$ cat src/rtl/instr_fetch.sv
// Instruction fetch stage: PC register, memory word addressing, decode handshake and redirects.
// Define FETCH_ALIGN_CHECK_EN to make misaligned redirects raise a sticky fetch_fault.
module instr_fetch #(
    parameter int          DATA_WIDTH = 32,
    parameter int          ADDR_WIDTH = 6,
    parameter logic [31:0] RESET_PC   = 32'h0000_0000
) (
    input  logic                  clk,
    input  logic                  rst_n,
    output logic [ADDR_WIDTH-1:0] imem_addr,
    input  logic [DATA_WIDTH-1:0] imem_rdata,
    output logic                  instr_valid,
    input  logic                  instr_ready,
    output logic [DATA_WIDTH-1:0] instr_data,
    output logic [31:0]           instr_pc,
    input  logic                  redirect_valid,
    input  logic [31:0]           redirect_pc,
    output logic                  fetch_fault
);

    logic [31:0] resp_pc_q, resp_pc_d;
    logic        resp_valid_q, resp_valid_d;
    logic        fault_q, fault_d;
    logic [31:0] issue_pc;

    always_comb begin
        fault_d  = fault_q;
        issue_pc = resp_pc_q;
        if (!rst_n) begin
            issue_pc = RESET_PC;
        end else if (fault_q) begin
            issue_pc = resp_pc_q;
        end else if (redirect_valid) begin
`ifdef FETCH_ALIGN_CHECK_EN
            // A misaligned target is never issued; memory keeps reading the current word.
            if (redirect_pc[1:0] != 2'b00) begin
                fault_d = 1'b1;
            end else begin
                issue_pc = redirect_pc;
            end
`else
            issue_pc = redirect_pc & 32'hFFFF_FFFC;
`endif
        end else if (!resp_valid_q) begin
            issue_pc = resp_pc_q;
        end else if (instr_ready) begin
            issue_pc = resp_pc_q + 32'd4;
        end
`ifndef FETCH_ALIGN_CHECK_EN
        fault_d = 1'b0;
`endif
        resp_pc_d    = issue_pc;
        resp_valid_d = !fault_d;
    end

    always_ff @(posedge clk) begin
        if (!rst_n) begin
            resp_pc_q    <= RESET_PC;
            resp_valid_q <= 1'b0;
            fault_q      <= 1'b0;
        end else begin
            resp_pc_q    <= resp_pc_d;
            resp_valid_q <= resp_valid_d;
            fault_q      <= fault_d;
        end
    end

    assign imem_addr   = issue_pc[ADDR_WIDTH+1:2];
    assign instr_valid = rst_n & resp_valid_q & !redirect_valid & !fault_q;
    assign instr_pc    = resp_pc_q;
    assign instr_data  = imem_rdata;
`ifdef FETCH_ALIGN_CHECK_EN
    assign fetch_fault = fault_q;
`else
    assign fetch_fault = 1'b0;
`endif

endmodule
$ cat config.mk
export PLATFORM = sky130hd
export DESIGN_NAME = instr_fetch
export DESIGN_NICKNAME = d
export VERILOG_FILES = /design/src/rtl/instr_fetch.sv
export SDC_FILE = /design/constraint.sdc
export NUM_CORES = 1
export LEC_CHECK = 0
export CORE_UTILIZATION = 33
export CTS_BUF_LIST = sky130_fd_sc_hd__clkbuf_4 sky130_fd_sc_hd__clkbuf_8 sky130_fd_sc_hd__clkbuf_16
export CTS_CLUSTER_SIZE = 14
export DETAILED_ROUTE_END_ITERATION = 12
export PLACE_DENSITY = 0.86
export SYNTH_ARGS = -nofsm -noshare
export SYNTH_HDL_FRONTEND = slang
export SYNTH_SLANG_ARGS = --single-unit
$ cat constraint.sdc
create_clock -name clk -period 2.25 [get_ports clk]
set_clock_uncertainty 0.05 [all_clocks]
set_input_delay 0.675 -clock clk [delete_from_list [all_inputs] [get_ports clk]]
set_output_delay 0.675 -clock clk [all_outputs]
set_load 0.01 [all_outputs]
==> run notes, run 1 <==
yosys + openroad results -> Final Non-Filler Cells 445, CP Class in2out, pre-CTS WS -956 ps, DR vias/cell 5.68, Yosys warning total 0, Switching Fraction between 20 and 30%, worst-path fanout max 5, setup_tns -402 ps, Seq share, synth 28.3%, residual DRC count 0, clock slew at reported path FFs ~60 ps, M1 wire length around 3200 um, CP Capture Type output pin, CORE AREA between 6000 and 7000 sq um, Post-Syn Area around 2200 sq um, Setup crit start kind primary input, ratio of cells with drive above 1 in the final layout 30.2%, Adder-Cell Fraction of Synth Area 0.570%, EDFF count, synth 0, remaining global-route overflow 0, Post-Place Cells between 400 and 500, Area Overhead vs Synth 54.3%, Top Usage Layer GRT met2, Hold EP instr_pc[17]$_SDFFE_PN0P_, Levels on crit path 5, Area after DPL 2950 sq um, FP Util between 30% and 40%, buffers and inverters on the worst path 2, Worst-Skew Late Latency ~300 ps, failing checks negative setup slack, setup bufs post-CTS 18, worst setup margin -140 ps, Final nets roughly 440, row count 29, AND/OR/NAND/NOR Cells, Area Fraction 27.7%, r2r worst-path depth 8, Clock Buffer Count 6, fin. max-slew vios 0, drt first pass iters 5, Non-clock buffering overhead 35.0%, WHS Path Cells 2, Lkg Pwr roughly 1.4 nW, Yosys reg bits 31, yosys synthesis chip area roughly 2200 sq um, logic area ~1300 sq um, largest net degree at the start of global routing 29, Inverters excl. clock 6, outcome finished with violations, final setup violation count 5, Fill cells 586, Die Y 83.6 um, Pint ~1.2 mW, DR WL/cell 18.4 um, yosys cell count 276, Final Power about 1.7 mW, PwrDens just under 500 nW/um^2, FFs & Latches 31, kind of cell adding the most delay to the critical path AND-OR/OR-AND gates, ys flop type dfxtp_1, crit path DAT 1670 ps, DR vias approximately 2500, CTS tree done, critical hold path startpoint instr_pc[17]$_SDFFE_PN0P_, crit-path cells buf_6 > nand2_4 > o21a_1 > o311a_1 > buf_2, Synth mux share less than 1%, Yosys cell types roughly 50, initial antenna violation count 0, IO buf count approximately 70, Antenna diodes 0, OpenROAD warning count 30, total track usage 20.7%, top sig layer met4, most numerous logic cell after layout clkdlybuf4s50_1, routed wl met2 a little under 4000 um, gpl congestion roughly 0.84
[run 1: registers in the layout, indices dropped and copies added (netlist names)]
signal        cells
instr_pc         30
resp_valid_q      1
[run 1: cell usage after synthesis, drive strengths merged (2+ instances only)]
cell type	n
nand4	9
a211oi	4
o21a	3
o21ai	25
or4	7
nor3	7
a31oi	6
o211ai	4
dfxtp	31
clkbuf	12
and2	5
o31ai	2
nand2	23
o211a	8
nor4	6
nand2b	13
xnor2	8
or3	4
o311a	4
o311ai	2
a21oi	7
and4	5
nor2	7
inv	5
buf	40
o2111ai	2
nand3	12
[run 1: power by group through the flow]
stage               clock, mW  sequential [mW]  combinational [mW]
floorplan                   0            0.659               0.190
global placement            0            0.640               0.359
detailed placement          0            0.644               0.369
CTS                     0.598            0.634               0.408
global route            0.620            0.642               0.477
finish                  0.591            0.637               0.450
### The metal 1 layer, run 1

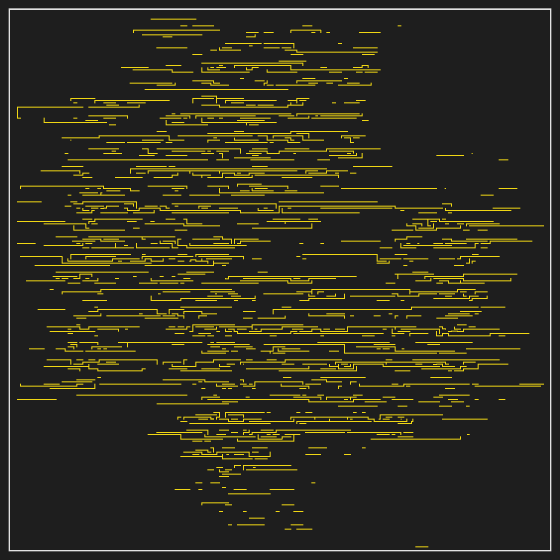
nets with wire on the layer: 346
share of all routed wire: 39%

### Cell classes on the final placement, run 1

Fill, decap, tap and diode cells in grey.
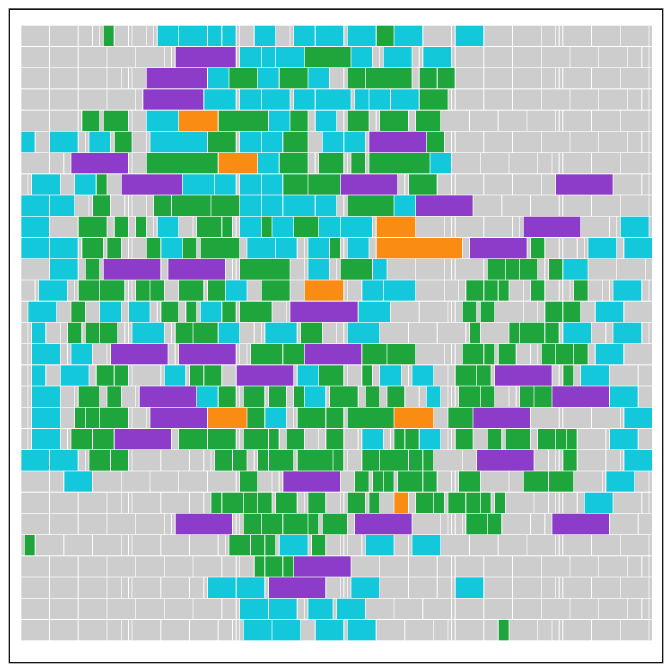
legend:
  purple:
    class: sequential cells
    cells: 31
  cyan:
    class: remaining buffers and delay cells
    cells: 134
  green:
    class: remaining logic cells
    cells: 195
  orange:
    class: clock drivers and dummy loads
    cells: 8

### Wiring heat map, run 1

Bar = 20 um. The die is cut into 17 by 17 equal tiles; dark blue is low, red is high, scaled to the fullest tile. Values are wire area over tile area, all layers added.
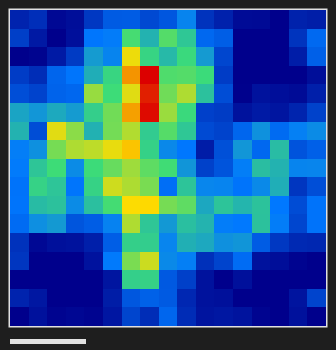
nearly empty tiles: 16%
tiles over half the peak: 15%
fullest tile: 0.78
mean over tiles: 0.20

### Clock routing, run 1

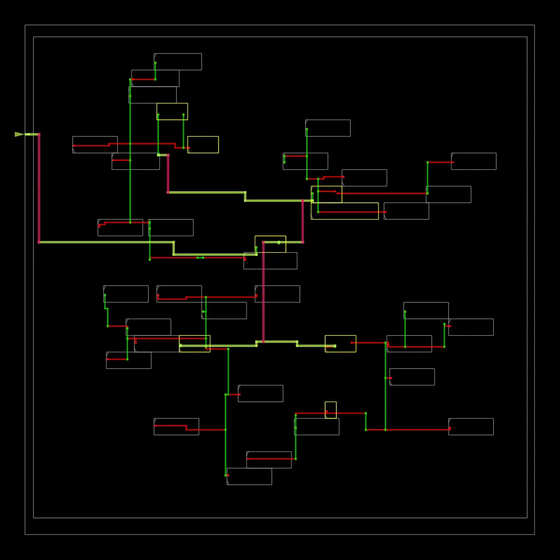

==> inputs of run 2 (changes only) <==
--- a/config.mk
+++ b/config.mk
@@ -5,6 +5,8 @@
 export SDC_FILE = /design/constraint.sdc
 export NUM_CORES = 1
 export LEC_CHECK = 0
+export CAP_MARGIN = 20
+export CORE_MARGIN = 3
 export CORE_UTILIZATION = 33
 export CTS_BUF_LIST = sky130_fd_sc_hd__clkbuf_4 sky130_fd_sc_hd__clkbuf_8 sky130_fd_sc_hd__clkbuf_16
 export CTS_CLUSTER_SIZE = 14
### Clock routing, run 2

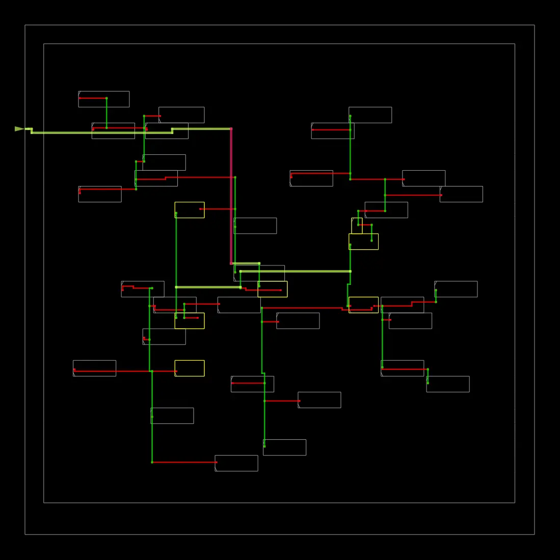
Worst-Skew Late Latency: 280 ps
CTS buffer count: 5
Clock Power: 0.443 mW
FFs & Latches: 31

### Metal 3, run 2

Bar = 20 um.
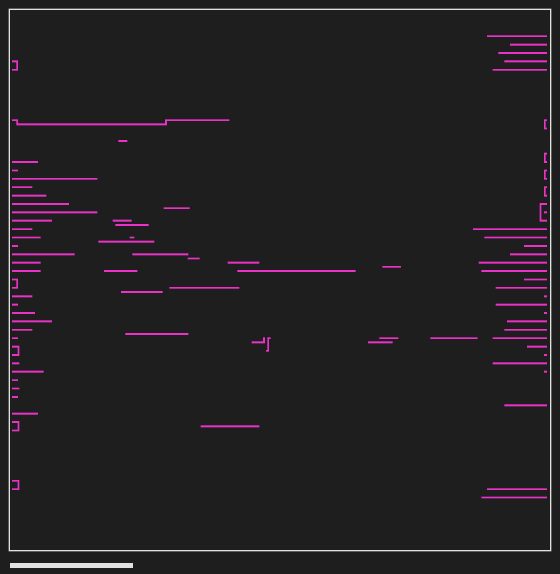
share of all routed wire: 6.8%
longest straight run: 24.1 um
nets with wire on the layer: 75
wire length on this layer: 463 um
main direction: horizontal
M3 GR Usage: 4.05%
total routed wirelength: 6820 um
DR vias: 2324

==> run notes, run 2 <==
yosys + openroad results -> Min-Delay Path Class reg2reg, met3 wire len between 400 and 500 um, clock sink count 31, Die Y between 80 and 90 um, top sig layer met4, M1 wire length ~3000 um, gpl congestion just under 0.9, ys flop type dfxtp_1, post-synth top area cell dfxtp_1, Yosys cell types a little under 50, top-count cell post-synth buf_4, Top cell area share between 20 and 30%, buffers and inverters on the worst path 2, CP Class in2out, PwrDens about 460 nW/um^2, drt first pass iters 5, kind of cell adding the most delay to the critical path simple AND/OR/NAND/NOR gates, Inverters excl. clock 6, remaining global-route overflow 0, antenna-violating nets left 0, CTS tree done, Lkg Pwr 1.27 nW, worst-path fanout max 6, routed wl met2 roughly 3300 um, row count 29, max reg flops 30, Final Power about 1.5 mW, Seq share, synth about 28%, Max power group registers, Yosys warning total 0, Synth mux share less than 1%, failing checks negative setup slack, fin. max-slew vios 0, largest net degree at the start of global routing 27, Area Overhead vs Synth 45.9%, Yosys reg bits 31, initial antenna violation count 0, IO buf count ~70, Fill cells ~590, FF/Latch Area 629 sq um, combinational power ~0.40 mW, EDFF count, synth 0, ratio of cells with drive above 1 in the final layout about 25%, AND/OR/NAND/NOR Cells, Area Fraction 27.7%, setup bufs post-CTS 11, Antenna diodes 0, crit-path cells buf_6 > and4_4 > nand2_4 > xnor2_2 > o211a_1 > buf_2, FP Util about 34%, most numerous logic cell after layout clkdlybuf4s50_1, Area after DPL about 3000 sq um, DR WL/cell 16.0 um, crit path DAT ~1600 ps, DR vias/cell ~5.4, setup_tns -41.4 ps, Switching Fraction about 28%, total sequential power about 0.64 mW, final setup violation count 2, yosys synthesis chip area about 2200 sq um, logic area around 1300 sq um, CORE AREA ~6400 sq um, Synth top cells by count 35 x buf_4, 31 x dfxtp_1, 25 x o21ai_0, 22 x nand2_1, 13 x nand2b_1, outcome finished with violations, residual DRC count 0, CP Capture Type output pin, yosys cell count between 200 and 300, Final nets approximately 420, Adder-Cell Fraction of Synth Area less than 1%, Pint ~1.1 mW, Post-Syn Area around 2200 sq um, Syn Area/Cell approximately 8 sq um, Top Usage Layer GRT met2, yosys aoi share 22.6%, XOR/XNOR Fraction of Synth Area ~3.6%, OpenROAD warning count 30, Clock-cell share 2.74%, synthesized instance count between 200 and 300, crit path max-delay cell type and4_4, worst setup margin -30.1 ps, total track usage approximately 17%, Non-clock buffering overhead roughly 33%, Setup crit start kind primary input, Clock Buffer Count 6, clock slew at reported path FFs about 60 ps
run 2: final timing paths:
path,endpoint,cells after the start,startpoint,slack (ps)
worst max-delay path,imem_addr[4],6,instr_ready,-30
worst min-delay path,instr_pc[20]$_SDFFE_PN0P_,2,instr_pc[20]$_SDFFE_PN0P_,480
worst min register to register,instr_pc[20]$_SDFFE_PN0P_,2,instr_pc[20]$_SDFFE_PN0P_,480
worst max register to register,instr_pc[15]$_SDFFE_PN0P_,7,instr_pc[2]$_SDFF_PN0_,90
run 2: through the flow:
| stage | worst slack, ps | std cells |
|---|---|---|
| after detailed placement | -1020 | 410 |
| final | -30.1 | 427 |
| after CTS | -31.2 | 428 |
| after global placement | -924 | 410 |
| after global routing | -61.7 | 427 |
| after floorplan | 60.4 | 278 |
==> inputs of run 3 (changes only) <==
--- a/config.mk
+++ b/config.mk
@@ -11,6 +11,7 @@
 export CTS_BUF_LIST = sky130_fd_sc_hd__clkbuf_4 sky130_fd_sc_hd__clkbuf_8 sky130_fd_sc_hd__clkbuf_16
 export CTS_CLUSTER_SIZE = 14
 export DETAILED_ROUTE_END_ITERATION = 12
+export GPL_ROUTABILITY_DRIVEN = 0
 export PLACE_DENSITY = 0.86
 export SYNTH_ARGS = -nofsm -noshare
 export SYNTH_HDL_FRONTEND = slang
### Wiring heat map, run 3

Bar = 20 um. The die is cut into 18 by 18 equal tiles; dark blue is low, red is high, scaled to the fullest tile. Values are wire area over tile area, all layers added.
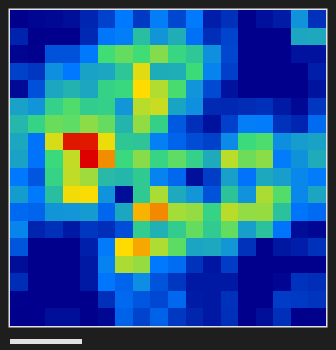
tiles over half the peak: 16%
emptiest ninth of the die: lower left
nearly empty tiles: 18%
mean over tiles: 0.14
densest ninth of the die: middle left

==> run notes, run 3 <==
yosys + openroad results -> Die Y around 90 um, DR vias 2324, Adder-Cell Fraction of Synth Area 0.570%, Yosys reg bits 31, DR WL/cell about 16 um, Top cell area share 28.3%, synthesized instance count between 200 and 300, final setup violation count 2, Seq share, synth approximately 28%, outcome finished with violations, M1 wire length approximately 3000 um, top sig layer met4, XOR/XNOR Fraction of Synth Area about 3.6%, crit-path cells buf_6 > and4_4 > nand2_4 > xnor2_2 > o211a_1 > buf_2, max reg flops 30, setup bufs post-CTS 11, Pint 1.06 mW, CP Capture Type output pin, AND/OR/NAND/NOR Cells, Area Fraction ~28%, routed wl met2 3350 um, clock slew at reported path FFs approximately 60 ps, Clock Power around 0.44 mW, Final Power between 1 and 1.5 mW, antenna-violating nets left 0, post-synth top area cell dfxtp_1, worst setup margin -30.1 ps, Worst-Skew Late Latency between 200 and 300 ps, ratio of cells with drive above 1 in the final layout between 20% and 30%, Post-Syn Area about 2200 sq um, pre-CTS WS -1020 ps, setup_tns -41.4 ps, Area Overhead vs Synth 45.9%, residual DRC count 0, total sequential power around 0.64 mW, Synth top cells by count 35 x buf_4, 31 x dfxtp_1, 25 x o21ai_0, 22 x nand2_1, 13 x nand2b_1, Fill cells around 600, crit path max-delay cell type and4_4, PwrDens around 460 nW/um^2, buffers and inverters on the worst path 2, yosys cell count 276, fin. max-slew vios 0, drt first pass iters 5, yosys aoi share a little under a quarter, total track usage between 10% and 20%, Syn Area/Cell 7.95 sq um, CORE AREA ~6400 sq um, Post-Place Cells 410, Final nets 419, failing checks negative setup slack, crit path DAT around 1600 ps
### Clock routing, run 3

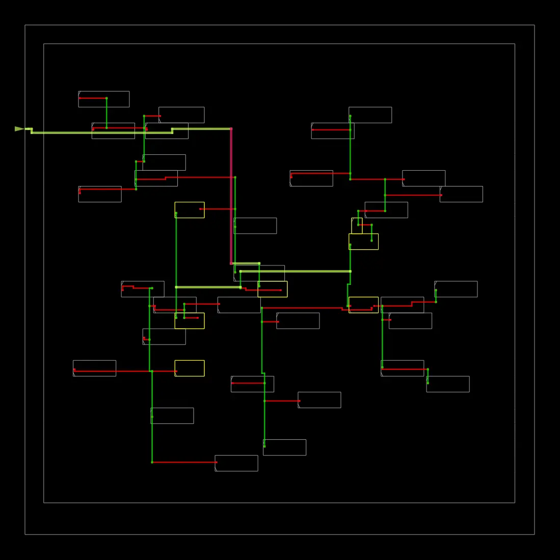
clock sink count: 31
Clock Buffer Count: 6

-- run 3: area by class of cell --
class / count / area, sq um / area share, %
well taps: 77 / 96.3 / 3.01
clock buffers: 6 / 82.6 / 2.58
multi-input cells: 189 / 1300 / 40.5
inverters: 6 / 36.3 / 1.13
repair buffers: 117 / 1050 / 32.9
clock inverters: 1 / 5.00 / 0.156
flip-flops and latches: 31 / 629 / 19.7
-- run 3: worst paths after layout --
path	startpoint	cells after the start	to
worst max-delay path	instr_ready	6	imem_addr[4]
worst min-delay path	instr_pc[20]$_SDFFE_PN0P_	2	instr_pc[20]$_SDFFE_PN0P_
worst max register to register	instr_pc[2]$_SDFF_PN0_	7	instr_pc[15]$_SDFFE_PN0P_
worst min register to register	instr_pc[20]$_SDFFE_PN0P_	2	instr_pc[20]$_SDFFE_PN0P_
Power figures rest on the tool's default switching activity, not on a simulated workload.
